===== src/rtl/fe_pow_if.sv =====
// fe_pow bus: request/result side plus the femul operand/product side.
// The slave modport is the sequencer's view; master is the environment's.
interface fe_pow_if #(
    parameter int EXP_BITS = 255
);
    logic                start;
    logic [254:0]        base;
    logic [EXP_BITS-1:0] exponent;
    logic                busy;
    logic                done;
    logic [254:0]        out;
    logic                mul_start;
    logic [254:0]        mul_a;
    logic [254:0]        mul_b;
    logic                mul_done;
    logic [254:0]        mul_out;

    modport slave (
        input  start, base, exponent, mul_done, mul_out,
        output busy, done, out, mul_start, mul_a, mul_b
    );

    modport master (
        output start, base, exponent, mul_done, mul_out,
        input  busy, done, out, mul_start, mul_a, mul_b
    );
endinterface


===== src/rtl/fe_pow.sv =====
// fe_pow: base^exponent mod 2^255-19 via left-to-right square-and-multiply.
// Every exponent bit is squared (no leading-one skip), so squares are data-independent.
module fe_pow #(
    parameter int EXP_BITS = 255
) (
    input  logic      clock,
    input  logic      reset_n,
    fe_pow_if.slave   bus
);
    localparam int IW = $clog2(EXP_BITS);
    localparam logic [IW-1:0] IDX_TOP = IW'(EXP_BITS - 1);
    localparam logic [254:0]  ONE     = 255'd1;

    typedef enum logic [2:0] {
        IDLE,
        SQ_START,
        SQ_WAIT,
        MUL_START,
        MUL_WAIT,
        FINISH
    } state_t;

    state_t              state_q;
    logic [254:0]        acc_q;
    logic [254:0]        base_q;
    logic [EXP_BITS-1:0] exp_q;
    logic [IW-1:0]       idx_q;
    logic                busy_q;
    logic                done_q;
    logic [254:0]        out_q;
    logic                mul_start_q;
    logic [254:0]        mul_b_q;

    // Operand a is always the accumulator; it only moves on a capture edge.
    assign bus.mul_a     = acc_q;
    assign bus.mul_b     = mul_b_q;
    assign bus.mul_start = mul_start_q;
    assign bus.busy      = busy_q;
    assign bus.done      = done_q;
    assign bus.out       = out_q;

    // Sequencer FSM; outputs are set on the edge entering the state that shows them.
    always_ff @(posedge clock or negedge reset_n) begin
        if (!reset_n) begin
            state_q     <= IDLE;
            acc_q       <= '0;
            base_q      <= '0;
            exp_q       <= '0;
            idx_q       <= '0;
            busy_q      <= 1'b0;
            done_q      <= 1'b0;
            out_q       <= '0;
            mul_start_q <= 1'b0;
            mul_b_q     <= '0;
        end else begin
            mul_start_q <= 1'b0;
            done_q      <= 1'b0;
            unique case (state_q)
                IDLE: begin
                    if (bus.start) begin
                        base_q      <= bus.base;
                        exp_q       <= bus.exponent;
                        acc_q       <= ONE;
                        idx_q       <= IDX_TOP;
                        busy_q      <= 1'b1;
                        mul_start_q <= 1'b1;
                        mul_b_q     <= ONE;
                        state_q     <= SQ_START;
                    end
                end
                SQ_START: begin
                    state_q <= SQ_WAIT;
                end
                SQ_WAIT: begin
                    if (bus.mul_done) begin
                        acc_q <= bus.mul_out;
                        if (exp_q[idx_q]) begin
                            mul_start_q <= 1'b1;
                            mul_b_q     <= base_q;
                            state_q     <= MUL_START;
                        end else if (idx_q == '0) begin
                            out_q   <= bus.mul_out;
                            done_q  <= 1'b1;
                            state_q <= FINISH;
                        end else begin
                            idx_q       <= idx_q - 1'b1;
                            mul_start_q <= 1'b1;
                            mul_b_q     <= bus.mul_out;
                            state_q     <= SQ_START;
                        end
                    end
                end
                MUL_START: begin
                    state_q <= MUL_WAIT;
                end
                MUL_WAIT: begin
                    if (bus.mul_done) begin
                        acc_q <= bus.mul_out;
                        if (idx_q == '0) begin
                            out_q   <= bus.mul_out;
                            done_q  <= 1'b1;
                            state_q <= FINISH;
                        end else begin
                            idx_q       <= idx_q - 1'b1;
                            mul_start_q <= 1'b1;
                            mul_b_q     <= bus.mul_out;
                            state_q     <= SQ_START;
                        end
                    end
                end
                FINISH: begin
                    busy_q  <= 1'b0;
                    state_q <= IDLE;
                end
                default: begin
                    state_q <= IDLE;
                end
            endcase
        end
    end
endmodule


===== src/flat_wrapper.sv =====
// flat-port wrapper written by rule: the top's interface ports become plain ports
module fe_pow_flat 
#(
    parameter int EXP_BITS = 255
)
  (clock, reset_n, bus_start, bus_base, bus_exponent, bus_mul_done, bus_mul_out, bus_busy, bus_done, bus_out, bus_mul_start, bus_mul_a, bus_mul_b);
  fe_pow_if #(.EXP_BITS(EXP_BITS)) bus_i ();
  input  logic clock;
  input  logic reset_n;
  input wire logic [$bits(bus_i.start)-1:0] bus_start;
  input wire logic [$bits(bus_i.base)-1:0] bus_base;
  input wire logic [$bits(bus_i.exponent)-1:0] bus_exponent;
  input wire logic [$bits(bus_i.mul_done)-1:0] bus_mul_done;
  input wire logic [$bits(bus_i.mul_out)-1:0] bus_mul_out;
  output wire logic [$bits(bus_i.busy)-1:0] bus_busy;
  output wire logic [$bits(bus_i.done)-1:0] bus_done;
  output wire logic [$bits(bus_i.out)-1:0] bus_out;
  output wire logic [$bits(bus_i.mul_start)-1:0] bus_mul_start;
  output wire logic [$bits(bus_i.mul_a)-1:0] bus_mul_a;
  output wire logic [$bits(bus_i.mul_b)-1:0] bus_mul_b;
  assign bus_i.start = bus_start;
  assign bus_i.base = bus_base;
  assign bus_i.exponent = bus_exponent;
  assign bus_i.mul_done = bus_mul_done;
  assign bus_i.mul_out = bus_mul_out;
  assign bus_busy = bus_i.busy;
  assign bus_done = bus_i.done;
  assign bus_out = bus_i.out;
  assign bus_mul_start = bus_i.mul_start;
  assign bus_mul_a = bus_i.mul_a;
  assign bus_mul_b = bus_i.mul_b;
  fe_pow #(.EXP_BITS(EXP_BITS)) u_core (.clock(clock), .reset_n(reset_n), .bus(bus_i));
endmodule

===== config.mk =====
export PLATFORM = sky130hd
export DESIGN_NAME = fe_pow_flat
export DESIGN_NICKNAME = d
export VERILOG_FILES = /design/src/rtl/fe_pow_if.sv /design/src/rtl/fe_pow.sv /design/src/flat_wrapper.sv
export SDC_FILE = /design/constraint.sdc
export NUM_CORES = 2
export LEC_CHECK = 0
export ABC_AREA = 1
export CAP_MARGIN = 30
export CORE_AREA = 3 3 596 598
export DETAILED_ROUTE_END_ITERATION = 10
export DIE_AREA = 0 0 599 601
export HOLD_SLACK_MARGIN = 0.05
export PLACE_DENSITY_LB_ADDON = 0.05
export SYNTH_ARGS = -nofsm -noshare
export SYNTH_HDL_FRONTEND = slang
export SYNTH_SLANG_ARGS = --single-unit
export TNS_END_PERCENT = 30

===== constraint.sdc =====
create_clock -name clock -period 2.4 [get_ports clock]
set_input_delay 0.72 -clock clock [delete_from_list [all_inputs] [get_ports clock]]
set_output_delay 0.72 -clock clock [all_outputs]
set_load 0.03 [all_outputs]

Cell area per tile:
Drawn at 0.5 px/um. 30 x 30 tiles, from dark purple (low) to yellow (high), 0 to 100% covered.
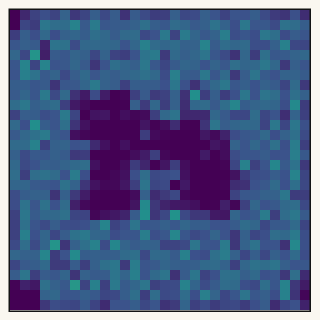
- fullest tile: 52%
- emptiest ninth of the die: center
- nearly empty tiles: 10%
Core Util, Final: 26.8%
floorplan utilization: 17.5%

I/O nets highlighted:
Drawn at 1 px/um.
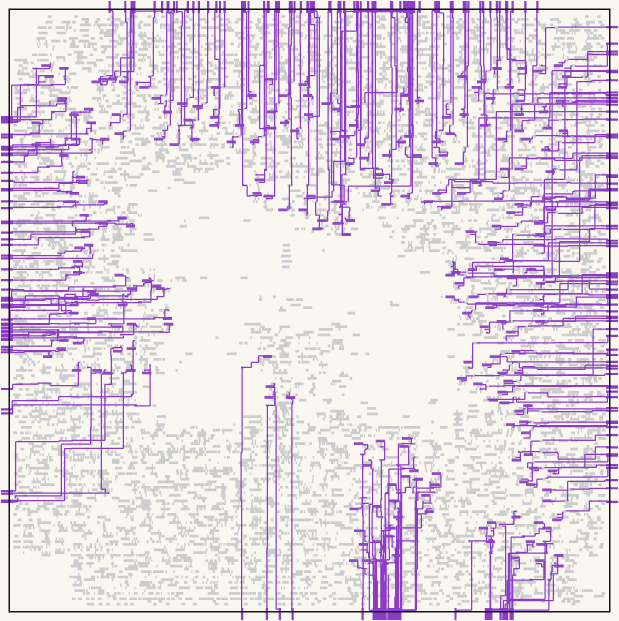
- purple: `bus_mul_b` (direction output; edge 82 top, 76 right, 55 left, 42 bottom; end cells 255; buffers 255; wire 33.7 mm)

The clock network:
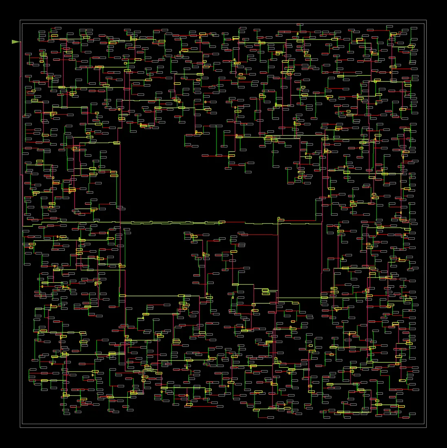
Num CTS Buffers: 183
clock latency on the worst-skew pair: 0.88 ns
Clock Sinks: 1289
Fin Clk Skew: 0.0753 ns

==> impl_metrics.yaml <==
# physical design summary
outcome:
  status: "finished, violations left"
  violations: "setup timing"
yosys:
  syn-num-nets: 8650
  ys_seq_share_pct: 52.6
  mux_area_share_pct: 0
layout:
  fillCellCount: 37900
  logic_area_um2: 22900
power:
  power.leakage_uw: 0.0444
detailed_routing:
  drt-vias-per-instance: 4.26
  wire_per_inst_um: 25.6
  wirelength_mm: 367
worst_setup_path:
  worstSetupEndpointType: "register"
  critical_path_class: "register to register"
  start_kind: "register"
  r2r_slack_ns: -0.67
  critical_path.endpoint: "u_core.bus.out[27]$_DFFE_PN0P_"
floorplan:
  fp.dieH_um: 601
global_route:
  grt.total_usage_pct: 19.7
timing:
  setup_viol: 1372
  layout_setup_ws_ns: -0.669
job:
  max_cap_violations: 0
placed_design:
  port_buffers: 1536
  hpwl_mm: 275
-- cell usage after synthesis (all sizes together) --
master	n	area (um2)
o21ai	1241	6210
buf	280	1550
inv	982	3690
xnor2	1	8.76
clkinv	1	3.75
a21boi	1	7.51
nor2	294	1130
nor3	2	15.0
clkbuf	334	1250
a211oi	1	7.51
ha	1	12.5
nand2	1721	6470
nand3	1419	7110
dfrtp	1289	32300
o211ai	25	188
o22ai	1	12.5
a31oi	2	12.5
a21oi	283	1420
xor2	2	17.5
-- where the power goes --
group          internal, uW  switching, uW
logic                 29600          52000
clock network         16300          11400
registers             29900           3800
total                 75900          67300
-- per-layer routing --
layer	track usage [%]	up-vias	part of all wire (%)
met5	0	-	0.12
met4	6.50	70	3.4
met3	4.39	511	5.8
met2	35.6	1614	51
met1	22.6	30000	39
li1	-	29000	-
-- cells in the final DEF (no fill, tap or decap), types with 7 or more instances in the layout --
cell type,n
buf_6,20
o21ai_0,970
dfrtp_1,1286
clkdlybuf4s50_1,1457
nand2_2,22
buf_16,37
nand3_2,18
o21ai_1,266
a21oi_2,19
nand2_1,1694
clkinv_2,23
buf_12,168
bufbuf_16,7
nand3_1,1399
inv_1,973
clkbuf_1,53
nor2_1,284
clkbuf_8,45
a21oi_1,264
buf_4,437
buf_8,14
clkbuf_16,193
o211ai_1,25
diode_2,36
-- area by class of cell --
class                           instances  share of cell area (%)
Inverter                              983                    3.99
Clock inverter                         39                   0.483
Timing Repair Buffer                 2147                    24.6
Sequential cell                      1289                    34.4
Antenna cell                           36                  0.0960
Multi-Input combinational cell       4994                    24.5
Tap cell                             4599                    6.13
Clock buffer                          285                    5.86
-- worst max-delay path: stages (launching register included) --
cell and delay (ns):
dfrtp_4 0.57, buf_16 0.19, buf_12 0.14, buf_16 0.14, a21oi_1 0.12, o21ai_0 0.09
nand3_1 0.08, nand3_2 0.11, nand2_2 0.10, nand3_2 0.09, inv_2 0.08, nor2_4 0.04
nor2_4 0.15, buf_6 0.13, nand3_4 0.10, nand2_8 0.13, buf_12 0.15, buf_12 0.12
buf_16 0.14, buf_8 0.13, nand2_1 0.05, o21ai_1 0.08
-- state kept, by name, indices dropped and copies added (netlist names) --
| signal | count |
|---|---|
| u_core.idx_q | 8 |
| u_core.bus.out | 255 |
| u_core.bus.mul_b | 255 |
| u_core.bus.mul_start | 1 |
| u_core.base_q | 255 |
| u_core.state_q | 3 |
| u_core.bus.mul_a | 255 |
| u_core.bus.done | 1 |
| u_core.bus.busy | 1 |
| u_core.exp_q | 255 |
-- metrics by stage --
stage / cell area, um2 / setup WS, ns / setup TNS, ns
6_report: 93800 / -0.669 / -480.76
5_1_grt: 93800 / -0.841 / -747.23
4_1_cts: 93400 / -0.684 / -618.74
3_5_place_dp: 85700 / -0.809 / -525.68
3_3_place_gp: 85700 / -0.794 / -525.07
2_1_floorplan: 61400 / 0.114 / 0
-- what timing repair did --
action	4_1_cts	5_1_grt
pin swaps	8	5
gates cloned	26	7
buffers inserted	41	2
hold endpoints to repair	25	0
resized	144	41
hold buffers	1	0
setup endpoints to repair	1674	1912
Power and IR drop assume default switching activity.
